`config.mk`:
```
export PLATFORM = sky130hd
export DESIGN_NAME = fetch_unit
export DESIGN_NICKNAME = d
export VERILOG_FILES = /design/src/rtl/fetch_pkg.sv /design/src/rtl/inst_buffer.sv /design/src/rtl/fetch_unit.sv
export SDC_FILE = /design/constraint.sdc
export NUM_CORES = 1
export LEC_CHECK = 0
export CAP_MARGIN = 20
export CORE_ASPECT_RATIO = 0.6
export CORE_MARGIN = 3
export CORE_UTILIZATION = 50
export DETAILED_ROUTE_END_ITERATION = 6
export PLACE_DENSITY = 0.89
export RECOVER_POWER = 100
export SETUP_SLACK_MARGIN = 0.02
export SLEW_MARGIN = 20
export SYNTH_ARGS = -nofsm -noshare
export SYNTH_HDL_FRONTEND = slang
export SYNTH_SLANG_ARGS = --single-unit
```
`constraint.sdc`:
```
create_clock -name clk -period 3.8 [get_ports clk]
set_clock_uncertainty 0.2 [all_clocks]
set_input_delay 0.76 -clock clk [delete_from_list [all_inputs] [get_ports clk]]
set_output_delay 0.76 -clock clk [all_outputs]
set_load 0.02 [all_outputs]
```
`src/rtl/fetch_pkg.sv`:
```
// Shared fetch/decode constants and the counter-width helper for the fetch front end.
package fetch_pkg;

  localparam int XLEN = 32;
  localparam int ILEN = 32;
  localparam logic [XLEN-1:0] PC_STEP = 32'd4;

  // Instruction field positions, shared with decode
  localparam int OPCODE_LSB = 0;
  localparam int OPCODE_MSB = 6;
  localparam int FUNCT3_LSB = 12;
  localparam int FUNCT3_MSB = 14;
  localparam int FUNCT7_B5  = 30;

  function automatic int cnt_width(input int depth);
    return $clog2(depth) + 1;
  endfunction

endpackage

```
`src/rtl/inst_buffer.sv`:
```
// Synchronous instruction FIFO; flush empties it and overrides a same-cycle push.
module inst_buffer
  import fetch_pkg::*;
#(
  parameter int DEPTH = 2
) (
  input  logic                          clk,
  input  logic                          rst_n,
  input  logic                          push_i,
  input  logic                          pop_i,
  input  logic                          flush_i,
  input  logic [ILEN-1:0]               data_i,
  output logic [ILEN-1:0]               head_o,
  output logic                          full_o,
  output logic                          empty_o,
  output logic [cnt_width(DEPTH)-1:0]   count_o
);

  localparam int AW = $clog2(DEPTH);
  localparam int CW = cnt_width(DEPTH);

  logic [ILEN-1:0] mem_q [DEPTH];
  logic [AW-1:0]   wr_q;
  logic [AW-1:0]   rd_q;
  logic [CW-1:0]   count_q;
  logic            do_push;
  logic            do_pop;

  assign empty_o = (count_q == '0);
  assign full_o  = (count_q == CW'(DEPTH));
  assign do_pop  = pop_i && !empty_o;
  assign do_push = push_i && (!full_o || do_pop);
  assign head_o  = mem_q[rd_q];
  assign count_o = count_q;

  // Storage, pointers and occupancy
  always_ff @(posedge clk or negedge rst_n) begin
    if (!rst_n) begin
      for (int i = 0; i < DEPTH; i++) mem_q[i] <= '0;
      wr_q    <= '0;
      rd_q    <= '0;
      count_q <= '0;
    end else if (flush_i) begin
      wr_q    <= '0;
      rd_q    <= '0;
      count_q <= '0;
    end else begin
      if (do_push) begin
        mem_q[wr_q] <= data_i;
        wr_q        <= wr_q + AW'(1);
      end
      if (do_pop) rd_q <= rd_q + AW'(1);
      count_q <= count_q + CW'(do_push) - CW'(do_pop);
    end
  end

endmodule

```
`src/rtl/fetch_unit.sv`:
```
// Instruction fetch front end: in-order credit-limited requests, buffered delivery, redirect flush.
// Optional FETCH_MISALIGN_CHECK_EN: misaligned redirect targets raise a sticky fetch_misalign and stall fetch.
module fetch_unit
  import fetch_pkg::*;
#(
  parameter logic [XLEN-1:0] RESET_PC = 32'h0000_0000,
  parameter int              DEPTH    = 2
) (
  input  logic            clk,
  input  logic            rst_n,
  output logic            imem_req_valid,
  input  logic            imem_req_ready,
  output logic [XLEN-1:0] imem_req_addr,
  input  logic            imem_rsp_valid,
  input  logic [ILEN-1:0] imem_rsp_data,
  input  logic            redirect_valid,
  input  logic [XLEN-1:0] redirect_pc,
  output logic            inst_valid,
  input  logic            inst_ready,
  output logic [ILEN-1:0] inst,
  output logic [XLEN-1:0] inst_pc,
  output logic            fetch_misalign
);

  localparam int CW = cnt_width(DEPTH);

  logic [XLEN-1:0] fetch_pc_q, fetch_pc_d;
  logic [XLEN-1:0] deliver_pc_q, deliver_pc_d;
  logic [CW-1:0]   outst_q, outst_d;
  logic [CW-1:0]   drop_q, drop_d;
  logic [CW-1:0]   buf_count;
  logic [CW:0]     credit_used;
  logic [CW:0]     stale_total;
  logic [XLEN-1:0] target_pc;
  logic            target_mis;
  logic            misalign;
  logic            buf_full, buf_empty;
  logic            deq, req_fire, rsp_drop, rsp_push;

`ifdef FETCH_MISALIGN_CHECK_EN
  logic misalign_q, misalign_d;

  assign target_pc  = redirect_pc;
  assign target_mis = |redirect_pc[1:0];
  assign misalign   = misalign_q;

  // Sticky flag: set by a misaligned redirect, cleared by the next aligned one
  always_comb begin
    misalign_d = misalign_q;
    if (redirect_valid) begin
      misalign_d = target_mis;
    end else begin
      misalign_d = misalign_q;
    end
  end

  // Misalign flag register
  always_ff @(posedge clk or negedge rst_n) begin
    if (!rst_n) misalign_q <= 1'b0;
    else        misalign_q <= misalign_d;
  end
`else
  assign target_pc  = {redirect_pc[XLEN-1:2], 2'b00};
  assign target_mis = 1'b0;
  assign misalign   = target_mis;
`endif

  assign fetch_misalign = misalign;

  // Credit counts outstanding requests plus buffered words, net of the word leaving this cycle
  assign deq         = !buf_empty && inst_ready;
  assign credit_used = {1'b0, outst_q} + {1'b0, buf_count} - {{CW{1'b0}}, deq};
  assign imem_req_valid = rst_n && !redirect_valid && !misalign
                          && (credit_used < (CW+1)'(DEPTH));
  assign imem_req_addr  = fetch_pc_q;
  assign req_fire       = imem_req_valid && imem_req_ready;

  assign rsp_drop = imem_rsp_valid && !redirect_valid && (drop_q != '0);
  assign rsp_push = imem_rsp_valid && !redirect_valid && (drop_q == '0)
                    && (outst_q != '0) && (!buf_full || deq);

  assign stale_total = {1'b0, drop_q} + {1'b0, outst_q};

  assign inst_valid = !buf_empty;
  assign inst_pc    = deliver_pc_q;

  // Next-state for PCs and in-flight accounting; redirect outranks everything
  always_comb begin
    fetch_pc_d   = fetch_pc_q;
    deliver_pc_d = deliver_pc_q;
    outst_d      = outst_q;
    drop_d       = drop_q;
    if (redirect_valid) begin
      fetch_pc_d   = target_pc;
      deliver_pc_d = target_pc;
      outst_d      = '0;
      if (imem_rsp_valid && (stale_total != '0)) begin
        drop_d = CW'(stale_total - (CW+1)'(1));
      end else begin
        drop_d = CW'(stale_total);
      end
    end else begin
      if (req_fire) fetch_pc_d = fetch_pc_q + PC_STEP;
      else          fetch_pc_d = fetch_pc_q;
      if (deq) deliver_pc_d = deliver_pc_q + PC_STEP;
      else     deliver_pc_d = deliver_pc_q;
      outst_d = outst_q + CW'(req_fire) - CW'(rsp_push);
      if (rsp_drop) drop_d = drop_q - CW'(1);
      else          drop_d = drop_q;
    end
  end

  // PC and counter registers
  always_ff @(posedge clk or negedge rst_n) begin
    if (!rst_n) begin
      fetch_pc_q   <= RESET_PC;
      deliver_pc_q <= RESET_PC;
      outst_q      <= '0;
      drop_q       <= '0;
    end else begin
      fetch_pc_q   <= fetch_pc_d;
      deliver_pc_q <= deliver_pc_d;
      outst_q      <= outst_d;
      drop_q       <= drop_d;
    end
  end

  inst_buffer #(.DEPTH(DEPTH)) u_inst_buffer (
    .clk     (clk),
    .rst_n   (rst_n),
    .push_i  (rsp_push),
    .pop_i   (deq),
    .flush_i (redirect_valid),
    .data_i  (imem_rsp_data),
    .head_o  (inst),
    .full_o  (buf_full),
    .empty_o (buf_empty),
    .count_o (buf_count)
  );

endmodule

```
==> results.txt <==
Results of the flow run.

The flow ran to the end, but the final reports show violations. The final reports fail on capacitance limit, slew limit. The synthesized-area fraction occupied by adder cells stands at 2.60%. The part of the total power dissipated in combinational logic stands at 36.2%. Counting instances in the post-synthesis netlist gives the leading cell types as sky130_fd_sc_hd__dfrtp_1, sky130_fd_sc_hd__mux2_2, sky130_fd_sc_hd__nand2_1. Looking at the reg2reg group, the worst path starts from u_inst_buffer.count_o[1].

The pin closest to its max-slew limit shows a slew of 1.96 ns. The number of H-tree branching levels stands at 4. The area growth from synthesis to layout is 34.0%.

In this run, synthesis inferred 0 flip-flops with an integrated enable. Per the Yosys statistics, synthesis produced 605 cells. The slowest stage of the critical path is the sky130_fd_sc_hd__fa_1 cell. Tracing the worst setup path back leads to its startpoint at inst_ready. The peak fanout along the critical path stands at 6. In the synthesized netlist the dominant register cell turns out to be sky130_fd_sc_hd__dfrtp_1. By area the synthesized netlist is led by sky130_fd_sc_hd__dfrtp_1, sky130_fd_sc_hd__mux2_2, sky130_fd_sc_hd__mux2_1. The initial antenna violation count stands at 1. The share of total power in the clock network stands at 29.4%. The number of global-route vias before repair came to 5757. The number of clock buffers added by TritonCTS is 17. The detailed router used layers up to and including met5.

After Yosys synthesis, AND-OR and OR-AND compound gates account for 7.04% of the synthesized area. The total global routing track utilization stands at 27.3%. Walking the worst path, the cells encountered are clkdlybuf4s25_1 -> o21a_1 -> ha_1 -> inv_1 -> nand2_1 -> fa_1 -> clkbuf_1 -> nand4b_1 -> nor4b_1 -> buf_4 -> buf_4 -> nand3_1 -> o211ai_1 -> o311ai_1. The final critical-path required period stands at 3.55 ns.

Entering global routing, the biggest net connects 90 pins. Looking at the gate-level netlist, the highest instance count belongs to sky130_fd_sc_hd__dfrtp_1. The detailed router put a total of 8940 microns of wire on met1. The highest ir drop seen on vdd stands at 0.000369 V. The final hold violation count recorded for this run is 0. The critical path data required time stands at 3.87 ns. The number of instances on the worst hold path stands at 1.

The cell depth of the worst setup path stands at 14. The multiplexer share of the synthesized area stands at 18.1%. The worst path uses 93.3% of the clock period. The worst register-to-register path depth is 13.

The tightest min-delay check is of the flop to flop type. For this run, the top clock speed supported by timing is 0.282 GHz. The final-stage net count stands at 861. The worst setup slack for register-to-register paths stands at 0.30 ns.

The number of cells produced by synthesis stands at 605. The leakage power summed over all cells stands at 4.06 nW. For this block, the routed nets add up to 20500 microns of wire. Per the OpenROAD floorplan log, the area of the die is 0.0152 sq mm. Per the gpl log, the routability congestion estimate is 0.962. The number of buffer and inverter instances along the worst setup path stands at 5. The total setup buffers inserted after CTS stands at 0. The internal power component stands at 3.68 mW. Looking at hold timing, the worst path starts from u_inst_buffer.mem_q[48]. TritonCTS built the clock tree.

The synthesized design spends more area on one cell type than any other, namely sky130_fd_sc_hd__dfrtp_1. The synthesis log from Yosys contains 0 warnings. The mean instance size in the synthesized netlist stands at 11.3 sq um. In this run, the synthesized area fraction spent on xor and xnor cells is recorded as 5.89%. The relative max-transition margin stands at -31.0%. Setup repair after global routing left no endpoint under its margin. The final timing report gives a worst setup slack of 0.254 ns. In the Yosys report, the sequential cells make up 48.3% of the chip area. The width of the chip stands at 157 microns. The detailed router reports a met3 wire length of 1800 microns. The net switching share of the total power stands at 35.3%. In this run the worst setup path terminates at imem_req_addr[14]. According to the CTS report, the clock sink count is 132.

The total power of the final layout stands at 5.69 mW. The worst setup timing slack at the placement stage stands at -0.375 ns. The synthesized design contains 132 register bits. Wire segments on met2 add up to 9330 microns in the final route.

After synthesis, the largest area contributor takes up 48.3% of total cell area. Among cell families on the critical path, the largest total delay comes from adder cells. The stat command in Yosys gives a chip area of 0.00684 sq mm. By startpoint and endpoint, the worst setup path is classified as primary input to flop.

The endpoint of the worst hold path is reported as u_inst_buffer.mem_q[48]. For this run, asynchronously set or reset flops after synthesis account for 100%. Per the final report, max-transition violations number 90. The tool warning count for the run is 29.

The sum of net half-perimeters after detailed placement stands at 15300 microns. Counting stages on the worst path, the most repeated cell is sky130_fd_sc_hd__buf_4. The routed wire length per instance stands at 21.3 microns. The global route stage reports its total congestion overflow as 0. The final report lists the setup-violating endpoint count as 0. The via total after detailed routing stands at 5709. Looking at the clock tree report, the root buffer type is sky130_fd_sc_hd__clkbuf_16. The clock reaches the later pin of the worst-skew pair after 0.41 ns. The endpoint identified for the worst register-to-register timing path is imem_req_addr[14]. Data arrives at the worst endpoint at 3.62 ns. The first global-routing pass estimated 32100 microns of wire. The initialized floorplan defines 32 standard-cell rows. Using the TritonRoute via totals, the vias-per-cell ratio works out to 5.94. The number of routed nets with antenna violations stands at 0. By area, the combinational part of the netlist is dominated by multiplexers. The antenna diode count stands at 0. The number of remaining DRC errors stands at 0. The share of post-route cells with drive strength above 1 stands at 17.1%.

STA classifies the critical path endpoint as a flop. The highest cell delay on the worst timing path stands at 0.54 ns. For this run, the detailed router's first-pass iteration total came to 5.

Sequential cells account for 34.5% of the total power. For reference, the clock transition at the flip-flops on the worst setup and hold paths is 0.06 ns. The max-capacitance violation count stands at 1.

The post-synth design cell area stands at 0.00684 sq mm. The summed negative setup slack over all endpoints stands at 0 ns. After the first detailed-routing iteration, the DRC count stood at 501. The switching component of the power stands at 2.01 mW. STA classifies the critical path startpoint as a primary input. The vertical die dimension reported for this design is 96.6 microns.

Of the total synthesized cell area, the portion taken by AND, OR, NAND and NOR gates is 14.4%. The fraction of the core area occupied by cells at floorplan stands at 52.3%. The count of pins on the block boundary stands at 169.

The hold buffer count at cts stands at 0. CTS reports a maximum clock tree buffer depth of 2.
stage by stage:
stage | cell area [sq um] | utilization (%) | hold slack (ns)
finish | 9170 | 70.1 | 0.284
global route | 9170 | 70.1 | 0.303
CTS | 9270 | 70.8 | 0.272
detailed placement | 8680 | 66.3 | 0.271
global placement | 8680 | 66.3 | 0.263
floorplan | 6860 | - | 0.252
layout by cell type, fill, tap and decap left out, types with 3 or more instances in the layout:
master,instances
sky130_fd_sc_hd__nand3_1,31
sky130_fd_sc_hd__a21oi_1,11
sky130_fd_sc_hd__inv_6,7
sky130_fd_sc_hd__nand2b_1,5
sky130_fd_sc_hd__nor2_1,27
sky130_fd_sc_hd__nor3_2,3
sky130_fd_sc_hd__clkbuf_16,17
sky130_fd_sc_hd__xor2_1,25
sky130_fd_sc_hd__clkbuf_2,4
sky130_fd_sc_hd__conb_1,5
sky130_fd_sc_hd__clkinvlp_4,3
sky130_fd_sc_hd__nand2_1,46
sky130_fd_sc_hd__ha_1,11
sky130_fd_sc_hd__and2_1,4
sky130_fd_sc_hd__mux2_2,75
sky130_fd_sc_hd__o211ai_1,14
sky130_fd_sc_hd__mux2_1,34
sky130_fd_sc_hd__dlygate4sd3_1,93
sky130_fd_sc_hd__xnor2_1,21
sky130_fd_sc_hd__nand4_1,23
sky130_fd_sc_hd__a21boi_0,6
sky130_fd_sc_hd__and3_1,8
sky130_fd_sc_hd__dfrtp_1,132
sky130_fd_sc_hd__clkbuf_1,9
sky130_fd_sc_hd__o311ai_0,4
sky130_fd_sc_hd__o21ai_0,22
sky130_fd_sc_hd__nor3_1,10
sky130_fd_sc_hd__buf_4,11
sky130_fd_sc_hd__inv_1,17
sky130_fd_sc_hd__a31oi_1,4
sky130_fd_sc_hd__and2_0,3
sky130_fd_sc_hd__clkdlybuf4s50_1,64
repair_timing:
item                                    in CTS  in global routing
endpoints found under the setup margin       1                  1
pin swaps                                    0                  2
gates resized                                5                  3
power by group through the flow:
stage | clock [mW] | sequential (mW) | combinational (mW)
floorplan | 0 | 1.99 | 1.16
global placement | 0 | 1.94 | 2.13
detailed placement | 0 | 1.98 | 2.21
CTS | 1.69 | 1.96 | 2.23
global route | 1.76 | 2.00 | 2.22
finish | 1.67 | 1.96 | 2.06
state kept, by name, indices dropped and copies added (netlist names):
| register | cells |
|---|---|
| u_inst_buffer.mem_q | 64 |
| imem_req_addr | 30 |
| inst_pc | 30 |
| drop_q | 2 |
| outst_q | 2 |
| u_inst_buffer.count_o | 2 |
| u_inst_buffer.rd_q | 1 |
| u_inst_buffer.wr_q | 1 |
layout make-up:
class	count	area [sq um]	share of cell area, %
multi-input combinational	426	3270	35.6
clock inverter	14	164	1.79
sequential	132	3300	36.0
tap	170	213	2.32
timing repair buffer	184	1730	18.9
clock buffer	18	429	4.68
inverter	17	63.8	0.696
metal layers:
metal	vias to the layer above	track usage [%]
met5	-	0
met4	2	8.20
met3	46	7.06
met2	284	40.3
met1	2868	39.8
li1	2509	-
Fig. 1: local utilization
16 x 10 tiles, from black (low) to pale yellow (high), 0 to 100% covered.
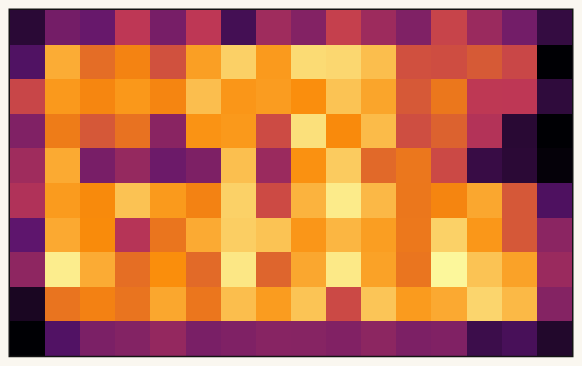
emptiest ninth of the die: top right
tiles over 75% full: 37%
nearly empty tiles: 2.5%

Fig. 2: cell placement
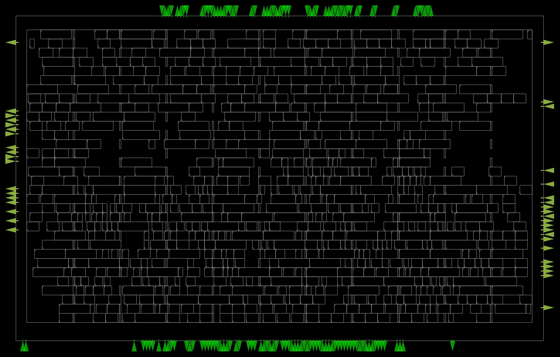
final std cells w/o fill: 961
Core Region: 0.0131 sq mm

Fig. 3: logic cells by family
Scale bar: 50 microns.
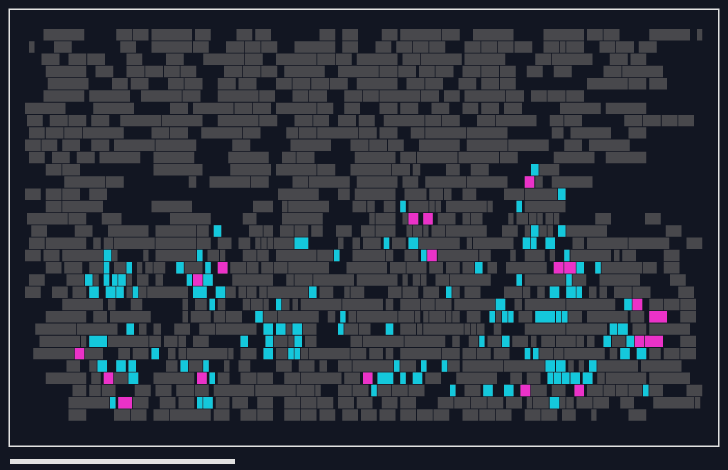
| colour | family | cells | most used |
|---|---|---|---|
| magenta | AND and OR gates | 19 | and3_1 |
| cyan | NAND gates | 110 | nand2_1 |

Fig. 4: signal wires on met3
Scale bar: 50 microns.
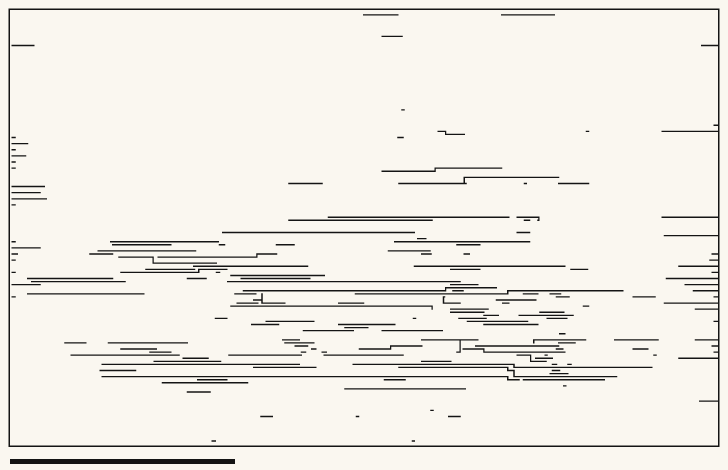
longest straight run: 89.9 microns
nets with wire on the layer: 128
main direction: horizontal
share of all routed wire: 8.8%
wire length on this layer: 1800 microns

Fig. 5: port wiring
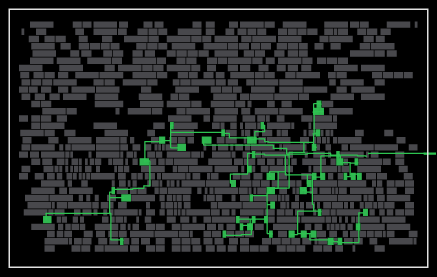
| colour | port | bits | direction | edge | end cells | buffers | wire |
|---|---|---|---|---|---|---|---|
| green | redirect_valid | 1 | input | right | 53 | 3 | 584 microns |

No activity file was given, so power comes from the tool's default toggle rates.
